Design alu_arbiter, sky130hd; sources not shown.
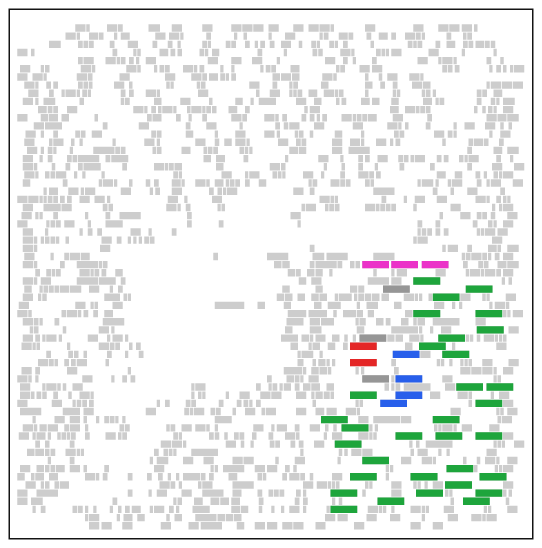
**Above:** where the registers sit.
Drawn at 3 px/µm. Other sequential cells in the stronger gray, the rest of the logic in the fainter gray.
- magenta: alu_ctrl (sequential cells 3)
- blue: resp_valid (sequential cells 4)
- green: resp_data (sequential cells 32; where south-east)
- red: u_arb.rr_ptr (sequential cells 2)
- not colored: 3
register share of the cell area: 0.102
FF+latch area: 1100 µm²
fin util: 0.377

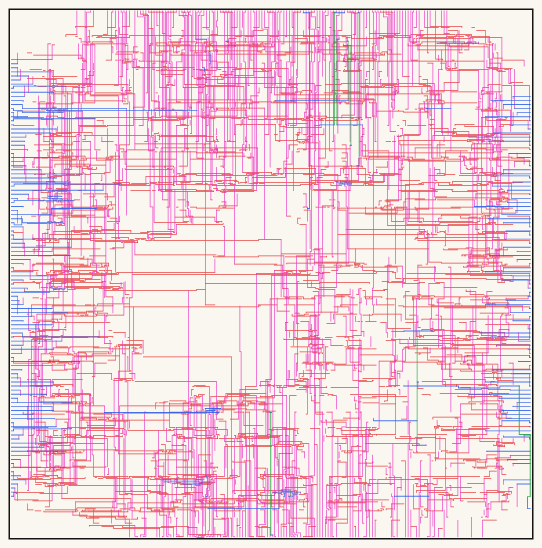
**Above:** signal wires by layer.
Drawn at 3 px/µm.
- magenta: met2 (wire length 15000 µm)
- green: met4 (wire length 461 µm)
- red: met1 (wire length 12000 µm)
- blue: met3 (wire length 2090 µm)
GRT Overall Usage: 0.180
post-DR wirelength/cell: 16.4 µm
detailed-route via count: 7642
Total Wirelength: 29.6 mm

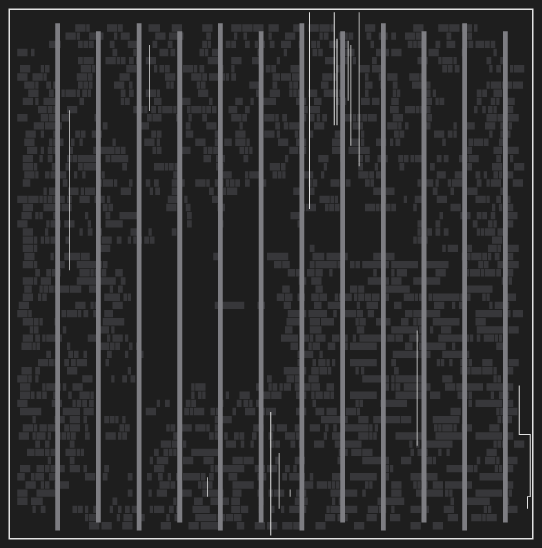
**Above:** the metal 4 layer.
Drawn at 3 px/µm. Supply wires on this layer in gray. Cells faint in the background.
- share of all routed wire: 1.6%
- wire length on this layer: 461 µm
- main direction: vertical
- longest straight run: 65.3 µm

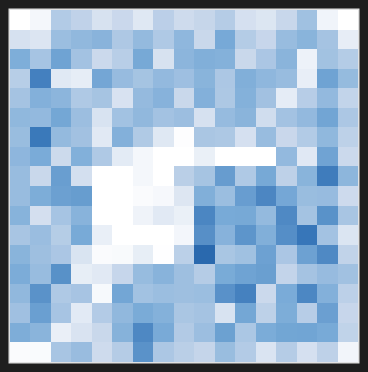
**Above:** cell area per tile.
Drawn at 2 px/µm. The die is cut into 17 by 18 equal tiles; white is low, dark blue is high, 0 to 100% covered.
- emptiest ninth of the die: center
- fullest tile: 77%
- nearly empty tiles: 6.2%
- mean over tiles: 34%
- tiles over 75% full: 0.30%
core area: 28500 µm²
Floorplan Utilization: 0.189

==> results.tsv <==
stage	metric	value	unit
global_route	GR Layer Usage met1	0.217	
yosys	syn_area_per_cell	5.32	µm²
global_route	final global-route overflow total	0	
yosys	post-synthesis sequential area ratio	0.205	
yosys	Largest type area fraction	0.314	
yosys	synth top area cells	nand3_1 (31%), dfrtp_1 (20%), inv_1 (20%)	
worst_setup_path	Setup CP Type	input port to output pin	
drt	Starting DRT DRC Count	303	
power_and_ir_drop	Lkg Pwr	5.51	nW
yosys	ys cells	1012	
floorplan	Chip Area	30600	µm²
min_path	Min-Delay Path Class	flip-flop to flip-flop	
worst_setup_path	Crit path top cell by count	nor2_2	
floorplan	DIE WIDTH	174	µm
cts	TritonCTS clock tree	yes	
power_and_ir_drop	Peak VDD IR	0.265	mV
sta	# setup viols final	0	
yosys	synth warn	0	
floorplan	row count	62	
sta	Slew Limit Fails	0	
cts	Post-CTS Setup Bufs	0	
floorplan	num ports	413	
cts	CTS buffer count	5	
yosys	count leader, synth	nand3_1	
sta	final setup skew	0.00479	ns
worst_setup_path	CP top delay family	simple AND/OR/NAND/NOR gates	
sta	Peak Freq	326	MHz
cts	clk buf depth	2	
yosys	share of flip-flops with an asynchronous set or reset	1.00	
status	status	finished clean	
worst_setup_path	critical path required time	2.88	ns
sta	RSZ-0062 raised after global routing	yes	
min_path	worst hold path depth	1	
power_and_ir_drop	PD cells	476	nW/µm²
yosys	Distinct lib cells used	23	
final_layout	final instance area	10800	µm²
cts	post-cts sizing count	52	
placement	placed cell area	10400	µm²
cell families (layout without fill, tap and decap cells):
| logic type | Yosys count | after routing | synth area share |
|---|---|---|---|
| other | 0 | 3 | 0 |
| and+or+nand+nor | 533 | 533 | 0.458 |
| AOI/OAI and AO/OA | 71 | 71 | 0.0688 |
| adders and majority gates | 4 | 4 | 0.00930 |
| DFF | 44 | 44 | 0.205 |
| buffers and inverters | 360 | 760 | 0.259 |
routing by layer:
layer | vias to the layer above | wire length, µm
met1 | 3427 | 12000
met3 | 31 | 2090
met5 | - | 0
met2 | 280 | 15000
met4 | 0 | 460
li1 | 3904 | -
where the power goes:
part	total, mW	switching (mW)	internal [mW]
clock	0.482	0.198	0.284
sequential	0.819	0.0885	0.731
combinational	3.82	2.22	1.60
per-stage QoR:
step / setup WS (ns) / std cells
finish: 0.134 / 1799
global route: -0.0387 / 1799
CTS: 0.00612 / 1789
detailed placement: -0.618 / 1780
global placement: -0.559 / 1780
floorplan: 0.0213 / 1012
layout make-up:
class	count	area, µm²
fillers	3204	17800
repair buffers	467	4660
multi-input cells	608	3260
flip-flops and latches	44	1100
inverters	283	1080
well taps	384	480
clock buffers	6	129
repair inverters	3	45.0
diodes	3	7.51
clock inverters	1	5.00
placed cells by master (no fill, tap or decap), drive strengths merged:
| cell type | Yosys | final |
|---|---|---|
| clkdlybuf4s50 | 0 | 343 |
| clkbuf | 40 | 16 |
| buf | 37 | 105 |
| inv | 282 | 284 |
| o21ai | 4 | 4 |
| nor2 | 13 | 13 |
| nand2 | 174 | 174 |
| nor3 | 5 | 5 |
| ha | 4 | 4 |
| diode | 0 | 3 |
| clkinv | 1 | 3 |
| dfrtp | 44 | 44 |
| dlygate4sd2 | 0 | 1 |
| a21oi | 67 | 67 |
| nand3 | 341 | 341 |
| clkdlybuf4s15 | 0 | 8 |
Power is estimated from default activity; no workload was simulated.
